<file path="config.mk">
export PLATFORM = sky130hd
export DESIGN_NAME = dnn_acc_sequencer_flat
export DESIGN_NICKNAME = d
export VERILOG_FILES = /design/src/rtl/dnn_acc_sequencer_if.sv /design/src/rtl/dnn_acc_sequencer.sv /design/src/flat_wrapper.sv
export SDC_FILE = /design/constraint.sdc
export NUM_CORES = 1
export LEC_CHECK = 0
export ABC_AREA = 1
export CAP_MARGIN = 25
export CORE_ASPECT_RATIO = 0.9
export CORE_UTILIZATION = 54
export CTS_CLUSTER_SIZE = 25
export DETAILED_ROUTE_END_ITERATION = 10
export PLACE_DENSITY = 0.87
export SYNTH_ARGS = -nofsm -noshare
export SYNTH_HDL_FRONTEND = slang
export SYNTH_SLANG_ARGS = --single-unit
export TNS_END_PERCENT = 100
</file>
<file path="constraint.sdc">
create_clock -name aclk -period 7.6 [get_ports aclk]
set_input_delay 1.14 -clock aclk [delete_from_list [all_inputs] [get_ports aclk]]
set_output_delay 1.14 -clock aclk [all_outputs]
set_load 0.01 [all_outputs]
</file>
<file path="src/rtl/dnn_acc_sequencer_if.sv">
// Bundle of the job, accelerator-control, score-readback and result signals
// around the DNN job sequencer.
interface dnn_acc_sequencer_if #(
    parameter int ID_W  = 8,
    parameter int LBL_W = 5
);
    logic             job_valid;
    logic             job_ready;
    logic [ID_W-1:0]  job_id;
    logic             acc_start;
    logic             acc_ready;
    logic             acc_done;
    logic             acc_idle;
    logic             rd_en;
    logic [31:0]      rd_addr;
    logic [31:0]      rd_dout;
    logic             res_valid;
    logic             res_ready;
    logic [ID_W-1:0]  res_id;
    logic [LBL_W-1:0] res_lbl;
    logic [15:0]      res_max;
    logic             res_err;
    logic             busy;
    logic [15:0]      jobs_done;

    modport master (
        input  job_valid, job_id, acc_ready, acc_done, acc_idle, rd_dout, res_ready,
        output job_ready, acc_start, rd_en, rd_addr, res_valid, res_id, res_lbl,
               res_max, res_err, busy, jobs_done
    );

    modport slave (
        output job_valid, job_id, acc_ready, acc_done, acc_idle, rd_dout, res_ready,
        input  job_ready, acc_start, rd_en, rd_addr, res_valid, res_id, res_lbl,
               res_max, res_err, busy, jobs_done
    );
endinterface

</file>
<file path="src/rtl/dnn_acc_sequencer.sv">
// Job sequencer: launches the accelerator over ap_ctrl_hs, reduces its score
// memory to an argmax label and returns one result per job.
//
// state     | meaning
// IDLE      | waiting for a job while the accelerator reports idle
// START     | acc_start held until acc_ready
// WAIT_DONE | accelerator running, waiting for acc_done
// SCAN      | streaming score reads, running argmax
// RESULT    | last compare settles, then result held until res_ready
// GAP       | idle spacing before the next job is accepted
module dnn_acc_sequencer #(
    parameter int NUM_LBLS   = 10,
    parameter int LBL_W      = 5,
    parameter int ID_W       = 8,
    parameter int TIMEOUT    = 65535,
    parameter int GAP_CYCLES = 100
) (
    input logic aclk,
    input logic aresetn,
    dnn_acc_sequencer_if.master bus
);
    localparam int TO_W = (TIMEOUT > 1) ? $clog2(TIMEOUT) : 1;
    localparam int GP_W = (GAP_CYCLES > 1) ? $clog2(GAP_CYCLES) : 1;
    localparam logic [LBL_W-1:0] LAST_IDX = LBL_W'(NUM_LBLS - 1);

    typedef enum logic [2:0] {IDLE, START, WAIT_DONE, SCAN, RESULT, GAP} state_t;

    state_t            state;
    logic [TO_W-1:0]   to_cnt;
    logic [GP_W-1:0]   gap_cnt;
    logic [LBL_W-1:0]  rd_idx;
    logic [LBL_W-1:0]  cmp_idx;
    logic              cmp_vld;
    logic signed [15:0] score;
    logic              to_hit;
    logic              go_scan;
    logic              take;
    logic              unused_hi;

    assign score     = $signed(bus.rd_dout[15:0]);
    assign unused_hi = ^bus.rd_dout[31:16];
    assign to_hit    = (to_cnt == '0);
    assign go_scan   = bus.acc_done && ((state == WAIT_DONE) || (state == START && bus.acc_ready));
    // Score 0 always seeds the running max; later scores must be strictly greater.
    assign take      = cmp_vld && ((cmp_idx == '0) || (score > $signed(bus.res_max)));

    assign bus.job_ready = (state == IDLE) && bus.acc_idle;

    always_ff @(posedge aclk or posedge aresetn) begin
        if (aresetn) begin
            state         <= IDLE;
            to_cnt        <= '0;
            gap_cnt       <= '0;
            rd_idx        <= '0;
            cmp_idx       <= '0;
            cmp_vld       <= 1'b0;
            bus.acc_start <= 1'b0;
            bus.rd_en     <= 1'b0;
            bus.rd_addr   <= '0;
            bus.res_valid <= 1'b0;
            bus.res_id    <= '0;
            bus.res_lbl   <= '0;
            bus.res_max   <= '0;
            bus.res_err   <= 1'b0;
            bus.busy      <= 1'b0;
            bus.jobs_done <= '0;
        end else begin
            // read data returns one cycle after the request
            cmp_vld <= bus.rd_en;
            cmp_idx <= rd_idx;
            if (take) begin
                bus.res_max <= score;
                bus.res_lbl <= cmp_idx;
            end

            case (state)
                IDLE: begin
                    if (bus.job_valid && bus.acc_idle) begin
                        bus.res_id    <= bus.job_id;
                        bus.res_err   <= 1'b0;
                        to_cnt        <= TO_W'(TIMEOUT - 1);
                        bus.acc_start <= 1'b1;
                        bus.busy      <= 1'b1;
                        state         <= START;
                    end
                end
                START, WAIT_DONE: begin
                    if (go_scan) begin
                        bus.acc_start <= 1'b0;
                        bus.rd_en     <= 1'b1;
                        bus.rd_addr   <= '0;
                        rd_idx        <= '0;
                        state         <= SCAN;
                    end else if (to_hit) begin
                        bus.acc_start <= 1'b0;
                        bus.res_err   <= 1'b1;
                        bus.res_lbl   <= '0;
                        bus.res_max   <= '0;
                        state         <= RESULT;
                    end else begin
                        to_cnt <= to_cnt - 1'b1;
                        if (state == START && bus.acc_ready) begin
                            bus.acc_start <= 1'b0;
                            state         <= WAIT_DONE;
                        end
                    end
                end
                SCAN: begin
                    if (rd_idx == LAST_IDX) begin
                        bus.rd_en   <= 1'b0;
                        bus.rd_addr <= '0;
                        state       <= RESULT;
                    end else begin
                        rd_idx      <= rd_idx + 1'b1;
                        bus.rd_addr <= 32'(rd_idx + 1'b1) << 2;
                    end
                end
                RESULT: begin
                    if (!bus.res_valid) begin
                        bus.res_valid <= 1'b1;
                    end else if (bus.res_ready) begin
                        bus.res_valid <= 1'b0;
                        bus.jobs_done <= bus.jobs_done + 1'b1;
                        if (GAP_CYCLES == 0) begin
                            bus.busy <= 1'b0;
                            state    <= IDLE;
                        end else begin
                            gap_cnt <= GP_W'(GAP_CYCLES - 1);
                            state   <= GAP;
                        end
                    end
                end
                GAP: begin
                    if (gap_cnt == '0) begin
                        bus.busy <= 1'b0;
                        state    <= IDLE;
                    end else begin
                        gap_cnt <= gap_cnt - 1'b1;
                    end
                end
                default: state <= IDLE;
            endcase
        end
    end
endmodule

</file>
<file path="src/flat_wrapper.sv">
// flat-port wrapper written by rule: the top's interface ports become plain ports
module dnn_acc_sequencer_flat 
#(
    parameter int NUM_LBLS   = 10,
    parameter int LBL_W      = 5,
    parameter int ID_W       = 8,
    parameter int TIMEOUT    = 65535,
    parameter int GAP_CYCLES = 100
)
  (aclk, aresetn, bus_job_valid, bus_job_id, bus_acc_ready, bus_acc_done, bus_acc_idle, bus_rd_dout, bus_res_ready, bus_job_ready, bus_acc_start, bus_rd_en, bus_rd_addr, bus_res_valid, bus_res_id, bus_res_lbl, bus_res_max, bus_res_err, bus_busy, bus_jobs_done);
  dnn_acc_sequencer_if #(.ID_W(ID_W), .LBL_W(LBL_W)) bus_i ();
  input logic aclk;
  input logic aresetn;
  input wire logic [$bits(bus_i.job_valid)-1:0] bus_job_valid;
  input wire logic [$bits(bus_i.job_id)-1:0] bus_job_id;
  input wire logic [$bits(bus_i.acc_ready)-1:0] bus_acc_ready;
  input wire logic [$bits(bus_i.acc_done)-1:0] bus_acc_done;
  input wire logic [$bits(bus_i.acc_idle)-1:0] bus_acc_idle;
  input wire logic [$bits(bus_i.rd_dout)-1:0] bus_rd_dout;
  input wire logic [$bits(bus_i.res_ready)-1:0] bus_res_ready;
  output wire logic [$bits(bus_i.job_ready)-1:0] bus_job_ready;
  output wire logic [$bits(bus_i.acc_start)-1:0] bus_acc_start;
  output wire logic [$bits(bus_i.rd_en)-1:0] bus_rd_en;
  output wire logic [$bits(bus_i.rd_addr)-1:0] bus_rd_addr;
  output wire logic [$bits(bus_i.res_valid)-1:0] bus_res_valid;
  output wire logic [$bits(bus_i.res_id)-1:0] bus_res_id;
  output wire logic [$bits(bus_i.res_lbl)-1:0] bus_res_lbl;
  output wire logic [$bits(bus_i.res_max)-1:0] bus_res_max;
  output wire logic [$bits(bus_i.res_err)-1:0] bus_res_err;
  output wire logic [$bits(bus_i.busy)-1:0] bus_busy;
  output wire logic [$bits(bus_i.jobs_done)-1:0] bus_jobs_done;
  assign bus_i.job_valid = bus_job_valid;
  assign bus_i.job_id = bus_job_id;
  assign bus_i.acc_ready = bus_acc_ready;
  assign bus_i.acc_done = bus_acc_done;
  assign bus_i.acc_idle = bus_acc_idle;
  assign bus_i.rd_dout = bus_rd_dout;
  assign bus_i.res_ready = bus_res_ready;
  assign bus_job_ready = bus_i.job_ready;
  assign bus_acc_start = bus_i.acc_start;
  assign bus_rd_en = bus_i.rd_en;
  assign bus_rd_addr = bus_i.rd_addr;
  assign bus_res_valid = bus_i.res_valid;
  assign bus_res_id = bus_i.res_id;
  assign bus_res_lbl = bus_i.res_lbl;
  assign bus_res_max = bus_i.res_max;
  assign bus_res_err = bus_i.res_err;
  assign bus_busy = bus_i.busy;
  assign bus_jobs_done = bus_i.jobs_done;
  dnn_acc_sequencer #(.NUM_LBLS(NUM_LBLS), .LBL_W(LBL_W), .ID_W(ID_W), .TIMEOUT(TIMEOUT), .GAP_CYCLES(GAP_CYCLES)) u_core (.aclk(aclk), .aresetn(aresetn), .bus(bus_i));
endmodule
</file>
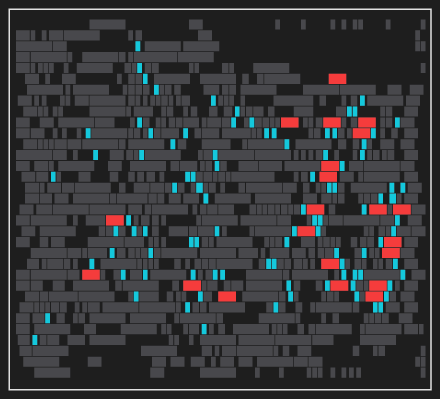
logic_types.png
Scale: 4 px per um.
legend:
  inverters:
    color: cyan
    cells: 95
    most_used: inv_1
  adder and majority cells:
    color: red
    cells: 21
    most_used: ha_1
most frequent logic cell in the layout: sky130_fd_sc_hd__nand2_1
final non-filler cell total: 841
fraction of standard cell area in multi-input logic: 36.6%

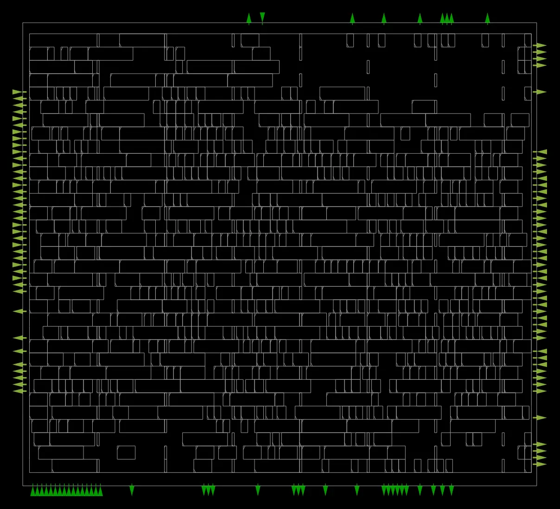
placement.png
FP Rows: 33
standard cell core area: 0.00921 mm2
final core area utilization: 68.3%
final sequential cell count: 93
Well-Tap Cells: 122

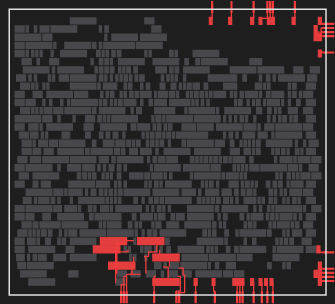
io_fan.png
Scale: 3 px per um.
legend:
  bus_rd_addr:
    color: red
    bits: 32
    direction: output
    end_cells: 32
    buffers: 6
    wire: 196 um
number of I/O pins: 130
PortBufs: 87

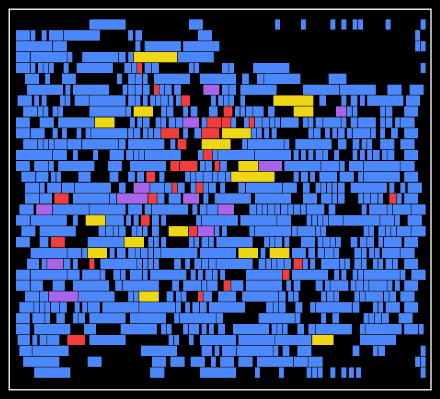
sizes.png
Scale: 4 px per um.
legend:
  _6 and larger:
    color: yellow
    cells: 17
    share: 2.4%
  _3 and _4 cells:
    color: purple
    cells: 12
    share: 1.7%
  _2 cells:
    color: red
    cells: 29
    share: 4.0%
  _0 and _1 cells:
    color: blue
    cells: 661
    share: 92%
area growth from synthesis to final layout: 21.8%
number of buffers outside the clock class in the layout: 90

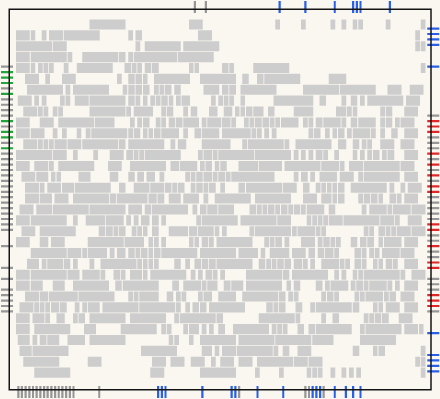
io_placement.png
Scale: 4 px per um. Pins as bars across the die edge, other pins in gray.
legend:
  bus_res_id:
    color: green
    pins: 8
    direction: output
    edge: left
  bus_res_max:
    color: red
    pins: 16
    direction: output
    edge: right
  bus_rd_addr:
    color: blue
    pins: 32
    direction: output
    edge: 15 bottom, 10 right, 7 top
Die X-Extent: 105 um
y dimension of the die: 94.7 um

==> summary.txt <==
run results: PnR worst setup slack 4.17 ns, Top Registers u_core.bus.jobs_done x16, u_core.bus.res_max x16, u_core.to_cnt x16, DP Area 0.00603 mm2, fraction of registers with async set or reset after synthesis 100%, Post-Route Setup TNS 0 ns, met1 global-route usage 28.2%, result of the run completed, most used cells in the layout excluding fill and tap cells sky130_fd_sc_hd__nand2_1, sky130_fd_sc_hd__dfrtp_1, sky130_fd_sc_hd__clkdlybuf4s50_1, sky130_fd_sc_hd__inv_1, sky130_fd_sc_hd__nand3_1, largest net degree at the start of global routing 86, area leader, netlist sky130_fd_sc_hd__dfrtp_1, cell at the slowest stage of the critical path sky130_fd_sc_hd__clkdlybuf4s50_1, hold bufs inserted after CTS 0, HP Class flop to flop, wire length after detailed routing 11.0 mm, area taken by multi-input logic gates 0.00230 mm2, Antenna Diode Count 0, depth of the worst register-to-register path 10, met3 wire length 593 um, number of synthesized flops with an enable pin 0, unrepaired setup endpoints after global routing no, detailed-route via count 4343, Reg-to-Reg Start u_core.to_cnt[0], minimum setup slack after placement 4.05 ns, proportion of layout cells with a drive suffix above 1 8.07%, top layer used by detailed routing met4, number of antenna violations at the first check in global routing 0, Num Clock Sinks 93, CP Data Arrival Time 2.29 ns
## power by group
group / leakage, uW / switching, uW / internal (uW) / total, uW
Clock: 0.000116 / 168 / 202 / 370
Combinational: 0.00202 / 624 / 457 / 1080
Sequential: 0.00112 / 168 / 680 / 848
Total: 0.00326 / 960 / 1340 / 2300
## critical path, delay by kind of cell
family | cells | cell delay [ns]
buffers and inverters | 3 | 1.06
AND/OR/NAND/NOR | 1 | 0.09
## kinds of logic after synthesis
| family | synth area share [%] |
|---|---|
| simple gates | 27.7 |
| fa+ha+maj | 5.09 |
| xor+xnor | 2.88 |
| compound gates | 7.05 |
| buf+inv | 12.1 |
| other cells | 0.0727 |
| flops | 45.1 |
Power is estimated from default activity; no workload was simulated.
